<file path="src/rtl/mole_pkg.sv">
// Shared constants and helpers for the mole spawner and the hit-matching logic.
package mole_pkg;

    localparam int NUM_MOLES  = 5;
    localparam int LFSR_WIDTH = 8;
    // x^8 + x^6 + x^5 + x^4 + 1, taken from q[7], q[5], q[4], q[3]
    localparam logic [LFSR_WIDTH-1:0] LFSR_TAPS = 8'b1011_1000;

    localparam logic [2:0] HIT_NONE = 3'b000;
    localparam logic [2:0] HIT_MAX  = 3'b101;

    // Code 1..5 selects hole 0..4; anything else yields an empty mask.
    function automatic logic [NUM_MOLES-1:0] hit_to_index(input logic [2:0] code);
        logic [NUM_MOLES-1:0] mask;
        mask = '0;
        if (code != HIT_NONE && code <= HIT_MAX) begin
            mask[code - 3'd1] = 1'b1;
        end
        return mask;
    endfunction

    function automatic logic [2:0] count_ones(input logic [NUM_MOLES-1:0] v);
        logic [2:0] cnt;
        cnt = '0;
        for (int i = 0; i < NUM_MOLES; i++) begin
            cnt = cnt + 3'(v[i]);
        end
        return cnt;
    endfunction

endpackage

</file>
<file path="src/rtl/mole_lfsr.sv">
// Seedable 8-bit Fibonacci LFSR; shifts left and advances only while enabled.
module mole_lfsr
    import mole_pkg::*;
#(
    parameter logic [LFSR_WIDTH-1:0] SEED = 8'hA5
) (
    input  logic                  clock,
    input  logic                  reset,
    input  logic                  enable,
    output logic [LFSR_WIDTH-1:0] q
);

    logic feedback;

    assign feedback = ^(q & LFSR_TAPS);

    always_ff @(posedge clock) begin
        if (reset) begin
            q <= SEED;
        end else if (enable) begin
            q <= {q[LFSR_WIDTH-2:0], feedback};
        end
    end

endmodule

</file>
<file path="src/rtl/mole_spawner.sv">
// Spawns moles into free holes on a fixed cadence and retires them on hit or timeout.
module mole_spawner
    import mole_pkg::*;
#(
    parameter int                    SPAWN_INTERVAL = 50_000_000,
    parameter int                    MOLE_LIFETIME  = 100_000_000,
    parameter int                    MAX_ACTIVE     = 3,
    parameter logic [LFSR_WIDTH-1:0] LFSR_SEED      = 8'hA5
) (
    input  logic                 clock,
    input  logic                 reset,
    input  logic                 enable,
    input  logic [2:0]           moleHit,
    output logic [NUM_MOLES-1:0] molesGenerated,
    output logic [2:0]           activeCount,
    output logic                 moleExpired
);

    localparam int TW = $clog2(SPAWN_INTERVAL);
    localparam int CW = $clog2(MOLE_LIFETIME);

    logic [LFSR_WIDTH-1:0] lfsr_q;
    logic [TW-1:0]         spawn_timer;
    logic [CW-1:0]         life [NUM_MOLES];

    logic [NUM_MOLES-1:0] hit_mask, expire_mask, clear_mask, free_mask, spawn_mask, next_moles;
    logic                 attempt, expired_unhit;
    logic [2:0]           start, idx;
    logic [3:0]           sum;

    mole_lfsr #(.SEED(LFSR_SEED)) u_lfsr (
        .clock  (clock),
        .reset  (reset),
        .enable (enable),
        .q      (lfsr_q)
    );

    always_comb begin
        hit_mask = hit_to_index(moleHit) & molesGenerated;
        for (int i = 0; i < NUM_MOLES; i++) begin
            expire_mask[i] = molesGenerated[i] && (life[i] == '0);
        end
        clear_mask    = hit_mask | expire_mask;
        // A hit on the expiring hole claims it, so no timeout pulse.
        expired_unhit = |(expire_mask & ~hit_mask);
        free_mask     = ~molesGenerated & ~clear_mask;
        attempt       = (spawn_timer == TW'(SPAWN_INTERVAL - 1));
        start         = (lfsr_q[2:0] >= 3'd5) ? (lfsr_q[2:0] - 3'd5) : lfsr_q[2:0];

        spawn_mask = '0;
        sum        = '0;
        idx        = '0;
        for (int i = 0; i < NUM_MOLES; i++) begin
            sum = 4'(start) + 4'(i);
            idx = (sum >= 4'd5) ? 3'(sum - 4'd5) : 3'(sum);
            if (spawn_mask == '0 && free_mask[idx]) begin
                spawn_mask[idx] = 1'b1;
            end
        end
        if (!attempt || int'(activeCount) >= MAX_ACTIVE) begin
            spawn_mask = '0;
        end

        next_moles = (molesGenerated & ~clear_mask) | spawn_mask;
    end

    always_ff @(posedge clock) begin
        if (reset) begin
            spawn_timer    <= '0;
            molesGenerated <= '0;
            activeCount    <= '0;
            moleExpired    <= 1'b0;
            for (int i = 0; i < NUM_MOLES; i++) begin
                life[i] <= '0;
            end
        end else if (enable) begin
            spawn_timer    <= attempt ? '0 : spawn_timer + TW'(1);
            molesGenerated <= next_moles;
            activeCount    <= count_ones(next_moles);
            moleExpired    <= expired_unhit;
            for (int i = 0; i < NUM_MOLES; i++) begin
                if (spawn_mask[i]) begin
                    life[i] <= CW'(MOLE_LIFETIME - 1);
                end else if (molesGenerated[i] && life[i] != '0) begin
                    life[i] <= life[i] - CW'(1);
                end
            end
        end else begin
            moleExpired <= 1'b0;
        end
    end

endmodule
</file>
<file path="config.mk">
export PLATFORM = sky130hd
export DESIGN_NAME = mole_spawner
export DESIGN_NICKNAME = d
export VERILOG_FILES = /design/src/rtl/mole_pkg.sv /design/src/rtl/mole_lfsr.sv /design/src/rtl/mole_spawner.sv
export SDC_FILE = /design/constraint.sdc
export NUM_CORES = 1
export LEC_CHECK = 0
export CORE_MARGIN = 1
export CORE_UTILIZATION = 38
export CTS_CLUSTER_DIAMETER = 100
export CTS_CLUSTER_SIZE = 25
export DETAILED_ROUTE_END_ITERATION = 10
export PLACE_DENSITY = 0.56
export SYNTH_ARGS = -nofsm -noshare
export SYNTH_HDL_FRONTEND = slang
export SYNTH_HIERARCHICAL = 1
export SYNTH_SLANG_ARGS = --single-unit
export TNS_END_PERCENT = 30
</file>
<file path="constraint.sdc">
create_clock -name clock -period 9.4 [get_ports clock]
set_input_delay 2.82 -clock clock [delete_from_list [all_inputs] [get_ports clock]]
set_output_delay 2.82 -clock clock [all_outputs]
set_load 0.02 [all_outputs]
</file>
### Cell area per tile, run 1

The die is cut into 18 by 18 equal tiles; white is low, dark blue is high, 0 to 100% covered.
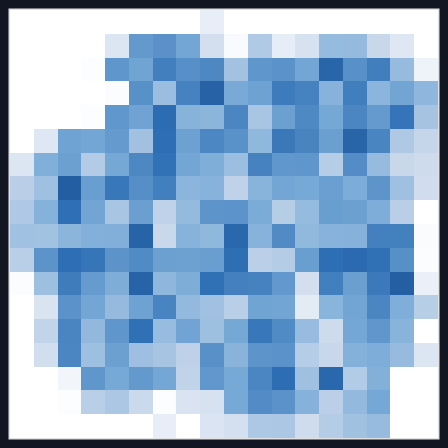
tiles over 75% full: 3.7%
fullest tile: 81%
emptiest ninth of the die: upper left
nearly empty tiles: 19%
final cell utilization of the core: 0.421
FP Util: 0.387
standard cell core area: 29,600 um^2

### Routing congestion map, run 1

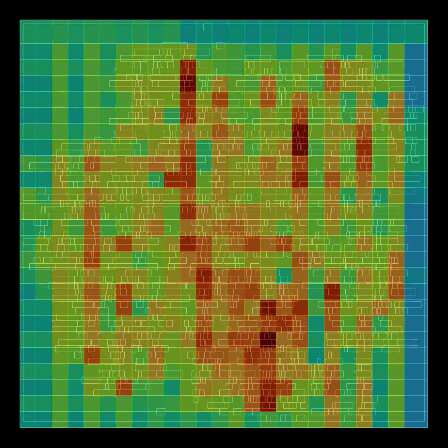
GRT Total Usage: 0.172
grt peak-use layer: met2
met3 Track Usage GR: 0.0266
Avg WL per Cell: 16.4 um

==> out/summary.txt, run 1 <==
Die Width - 176 um
IO Pins - 15
Routed WL - 25,500 um
Hold path depth - 2
Root buffer cell - clkbuf_16
YS warnings - 6
Top layer reached by signal wires - met4
R2R Path Start - u_lfsr/q[0]
Critical Path End - life[0][20]
Max Cap Violations - 0
GRT overflow - 0
Yosys aoi share - 0.174
Crit-path slowest cell - a211oi_4
Synth Seq Share - 0.429
Hold_sp - u_lfsr/q[6]
#FFs+latches synth - 178
Post-layout min period - 7.48 ns
Comb area share - 0.494
Initial antenna violation count - 0
Fraction of cell area in non-clock buffers - 0.0172
Clock Tree Buf Depth - 2
Met1 usage - 0.232
RSZ-0062 raised after global routing - no
Post-Place Setup Slack - 1.99 ns
N_taps - 390
Crit path from - u_lfsr/q[0]
Vias per cell - 5.63
Adder-cell area share of the yosys netlist - 0.0314
Leakage power - 4.33 nW
Register area - 4910 um^2
Die height - 176 um
Pwr dens - 193 nW/um^2
M1 WL - 12,300 um
Max Clock Freq - 0.134 GHz
Number of port buffers - 14
First-pass GRT wire length - 43,000 um
Simple logic cell fraction of the synthesized area - 0.205
Layout overhead on the synthesized area - 8.90%
Status - completed
Syn Area/Cell - 9.88 um^2
Peak supply drop - 149 uV
Main logic family - simple AND/OR/NAND/NOR gates
Largest net degree at the start of global routing - 96
CLK BUF - 21
OpenROAD warnings - 38
Synth async-reset ratio - 0
CP cell instances - inv_1 -> ha_1 -> nand2_1 -> o21ai_0 -> nor2_1 -> inv_1 -> ha_1 -> ha_1 -> nor2_1 -> a22oi_2 -> a31oi_1 -> o21ai_0 -> mux2_4 -> a31o_4 -> nand4bb_4 -> o311ai_4 -> o311ai_4 -> a211oi_4 -> buf_4 -> a22oi_1
Slew Limit Fails - 0
Crit path DRT - 9.52 ns
# resized after CTS - 0
Routed Antenna Nets - 0
Post-synth EDFFs - 135
Placer Congestion - 0.892
DR WL met2 - 12,000 um
Yosys stat chip area - 11,500 um^2
# setup viols final - 0
Yosys cell count - 1,161
Post-place instance area - 11,900 um^2
H-tree Lvls - 4
Tcrit/Tclk final - 0.796
Post-route cell area - 12,500 um^2
Largest class - combinational gates
Comb gates - 894
Clk latency late pin - 0.43 ns
### M2 wires, run 1

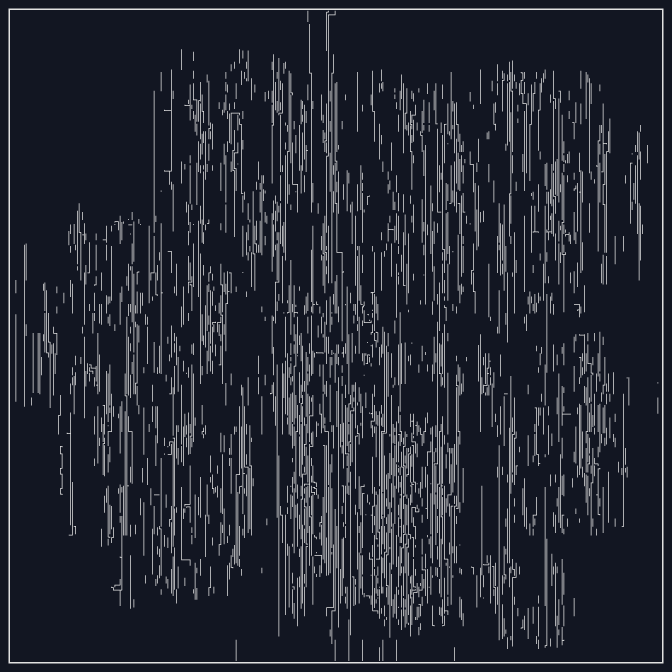
longest straight run: 67.3 um
main direction: vertical

-- run 1: critical path: cells and delay by family (launching register included) --
| family | cells | cell delay [ns] |
|---|---|---|
| compound gates | 9 | 2.90 |
| fa+ha+maj | 3 | 1.10 |
| buf+inv | 3 | 1.09 |
| simple gates | 4 | 1.00 |
| flops | 1 | 0.68 |
| mux | 1 | 0.35 |
-- run 1: sequential cells by signal, indices dropped and copies added, names as in the netlist --
signal,cells
activeCount,3
life,135
moleExpired,1
molesGenerated,5
spawn_timer,26
u_lfsr/q,8
-- run 1: kinds of logic after synthesis --
logic type / Yosys count
DFF: 178
buffers and inverters: 89
xor gates and xnor gates: 140
muxes: 20
adders and majority gates: 27
and+or+nand+nor: 454
AOI/OAI and AO/OA: 253
-- run 1: power by group --
group | switching (mW) | internal [mW]
Sequential | 0.0637 | 0.922
Combinational | 0.438 | 0.285
Clock | 0.323 | 0.376
Total | 0.825 | 1.58
-- run 1: cells in the mapped netlist, types with 9 or more instances --
cell	n	share of area
nor2_1	141	0.046
edfxtp_1	135	0.35
a22oi_1	91	0.060
xnor2_1	90	0.069
nand2_1	70	0.023
nor3_1	56	0.024
xor2_1	50	0.038
dfxtp_1	43	0.075
a21oi_1	36	0.016
clkbuf_1	36	0.012
inv_1	32	0.010
nor4_1	25	0.014
ha_1	24	0.026
nand3_1	24	0.010
or3_1	20	0.011
o21ai_0	17	0.0074
mux2i_1	15	0.013
nand2b_1	15	0.0082
nand4_1	15	0.0082
and3_1	14	0.0076
or4_1	14	0.0092
buf_2	12	0.0052
a211oi_1	10	0.0065
or2_2	10	0.0055
a31oi_1	9	0.0049
nor2b_1	9	0.0049
nor4b_1	9	0.0069
o31ai_1	9	0.0059
### Selected gate families, run 1

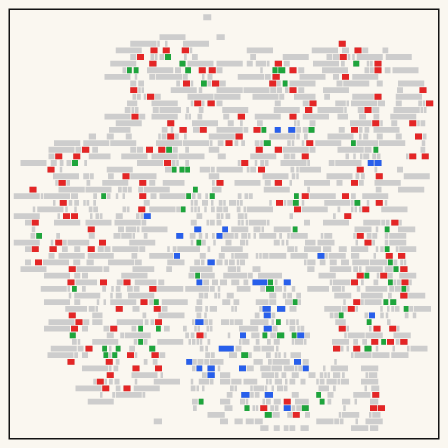

==> inputs of run 2 (changes only) <==
==> constraint.sdc (replaced) <==
create_clock -name clock -period 7.67 [get_ports clock]
set_input_delay 2.301 -clock clock [delete_from_list [all_inputs] [get_ports clock]]
set_output_delay 2.301 -clock clock [all_outputs]
set_load 0.02 [all_outputs]
### Selected gate families, run 2

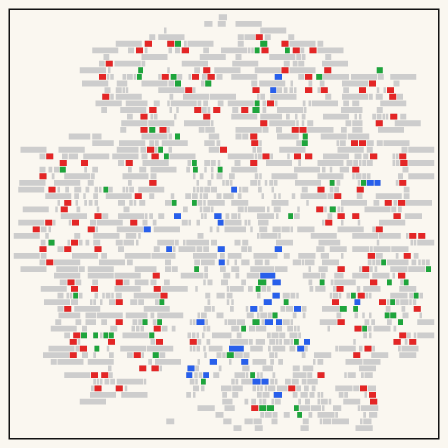
legend:
  blue:
    family: AND-OR and OR-AND gates
    cells: 34
  green:
    family: AND and OR gates
    cells: 71
    where: spread over the die
  red:
    family: XOR/XNOR gates
    cells: 140
    where: spread over the die

### M2 wires, run 2

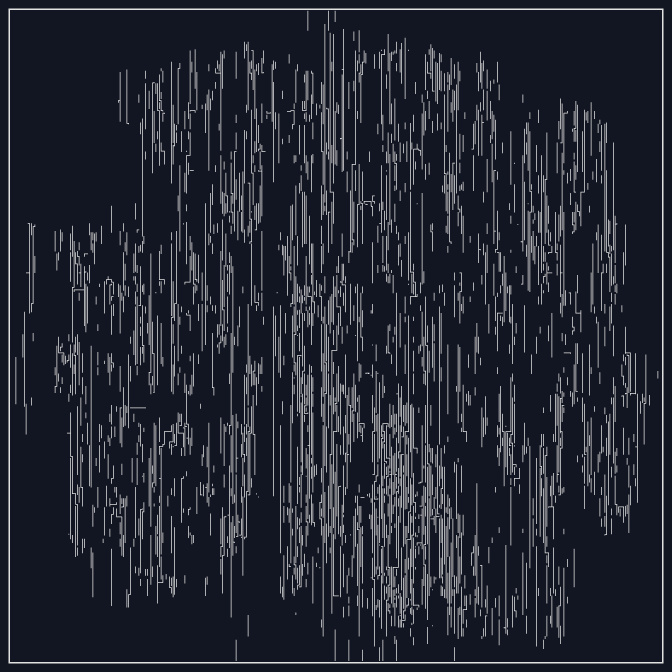
nets with wire on the layer: 1,001
main direction: vertical
share of all routed wire: 47%
wire length on this layer: 12,200 um
GR Util met2: 0.284
Routed WL: 25,900 um
Vias: 8,882

### Cell area per tile, run 2

The die is cut into 18 by 18 equal tiles; white is low, dark blue is high, 0 to 100% covered.
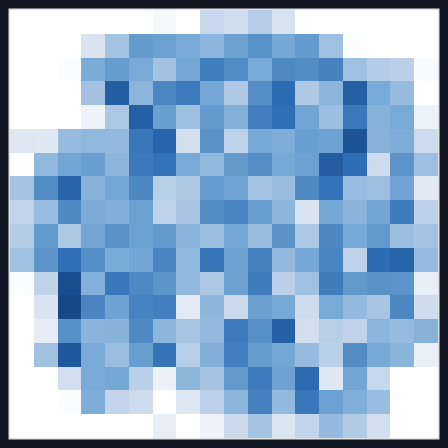
emptiest ninth of the die: upper left
fullest tile: 90%
mean over tiles: 39%
nearly empty tiles: 16%
tiles over 75% full: 4.6%
final cell utilization of the core: 0.425

==> run 2 against run 1 <==
Effect of this change: critical path depth increased by 2; area after synthesis stayed put; fmax increased by 6.7%; final cell count rose by 0.64%; clock power grew 26%; core utilization is 0.37 points higher; total power grew 24%.
==> out/summary.txt, run 2 <==
Status - completed
Die Width - 176 um
Worst path bufs/invs - 3
Crit-path slowest cell - ha_1
Clk latency late pin - 0.45 ns
Layout overhead on the synthesized area - 9.85%
Area leader share - 0.354
Synth Seq Share - 0.429
Slew Limit Fails - 0
Tcrit/Tclk final - 0.914
Clk. pwr - 0.884 mW
Die height - 176 um
Standard cell core area - 29,600 um^2
Crit path DRT - 7.99 ns
GRT Total Usage - 0.174
#FFs+latches synth - 178
Max Cap Violations - 0
OpenROAD warnings - 38
Yosys aoi share - 0.174
Largest Register - life
Initial antenna violation count - 0
Synth async-reset ratio - 0
Synth top cell by count - nor2_1
Net Sw Frac - 0.349
Combinational Power Share - 0.304
Placer Congestion - 0.888
YS warnings - 6
# setup viols final - 0
Number of port buffers - 14
Biggest consumer - sequential cells
Max Clock Freq - 0.143 GHz
CP top delay family - AND-OR/OR-AND gates
Simple logic cell fraction of the synthesized area - 0.205
Clock power frac - 0.295
Max reg flops - 135
[run 2: final timing paths]
path / end / slack (ns) / startpoint
max: activeCount[1] / 0.66 / u_lfsr/q[1]
min: u_lfsr/q[7] / 0.48 / u_lfsr/q[6]
max reg2reg: activeCount[1] / 0.66 / u_lfsr/q[1]
min reg2reg: u_lfsr/q[7] / 0.48 / u_lfsr/q[6]
[run 2: tightest hold or removal path, cell delays in order, from the launching register on]
cell and delay (ns):
dfxtp_1 0.33, mux2i_1 0.07, nand2_1 0.05
[run 2: per-stage QoR]
stage,hold slack (ns),utilization,total power [mW],setup slack [ns]
floorplan,0.443,-,1.92,1.18
global placement,0.453,0.405,2.12,0.747
detailed placement,0.461,0.405,2.12,0.584
CTS,0.487,0.424,3.02,0.551
global route,0.508,0.425,3.16,0.169
finish,0.482,0.425,3.00,0.657
[run 2: layout make-up]
| cell class | instances | area share |
|---|---|---|
| timing repair buffer | 34 | 0.0230 |
| sequential | 178 | 0.390 |
| multi-input combinational | 894 | 0.491 |
| tap | 390 | 0.0387 |
| clock buffer | 17 | 0.0338 |
| clock inverter | 15 | 0.0131 |
| inverter | 34 | 0.0101 |
[run 2: cells by family (layout without fill, tap and decap cells)]
logic type / after synthesis / after routing
XOR/XNOR: 140 / 140
AND-OR/OR-AND: 253 / 253
multiplexers: 20 / 20
flip-flops: 178 / 178
buffers and inverters: 89 / 100
adder cells (fa/ha/maj): 27 / 27
AND/OR/NAND/NOR: 454 / 454
[run 2: routing by layer]
layer,up-vias,track usage,part of all wire
li1,4372,-,-
met1,4328,0.229,0.47
met2,148,0.284,0.47
met3,34,0.0307,0.034
met4,0,0.0630,0.023
met5,-,0,0
Power is estimated from default activity; no workload was simulated.
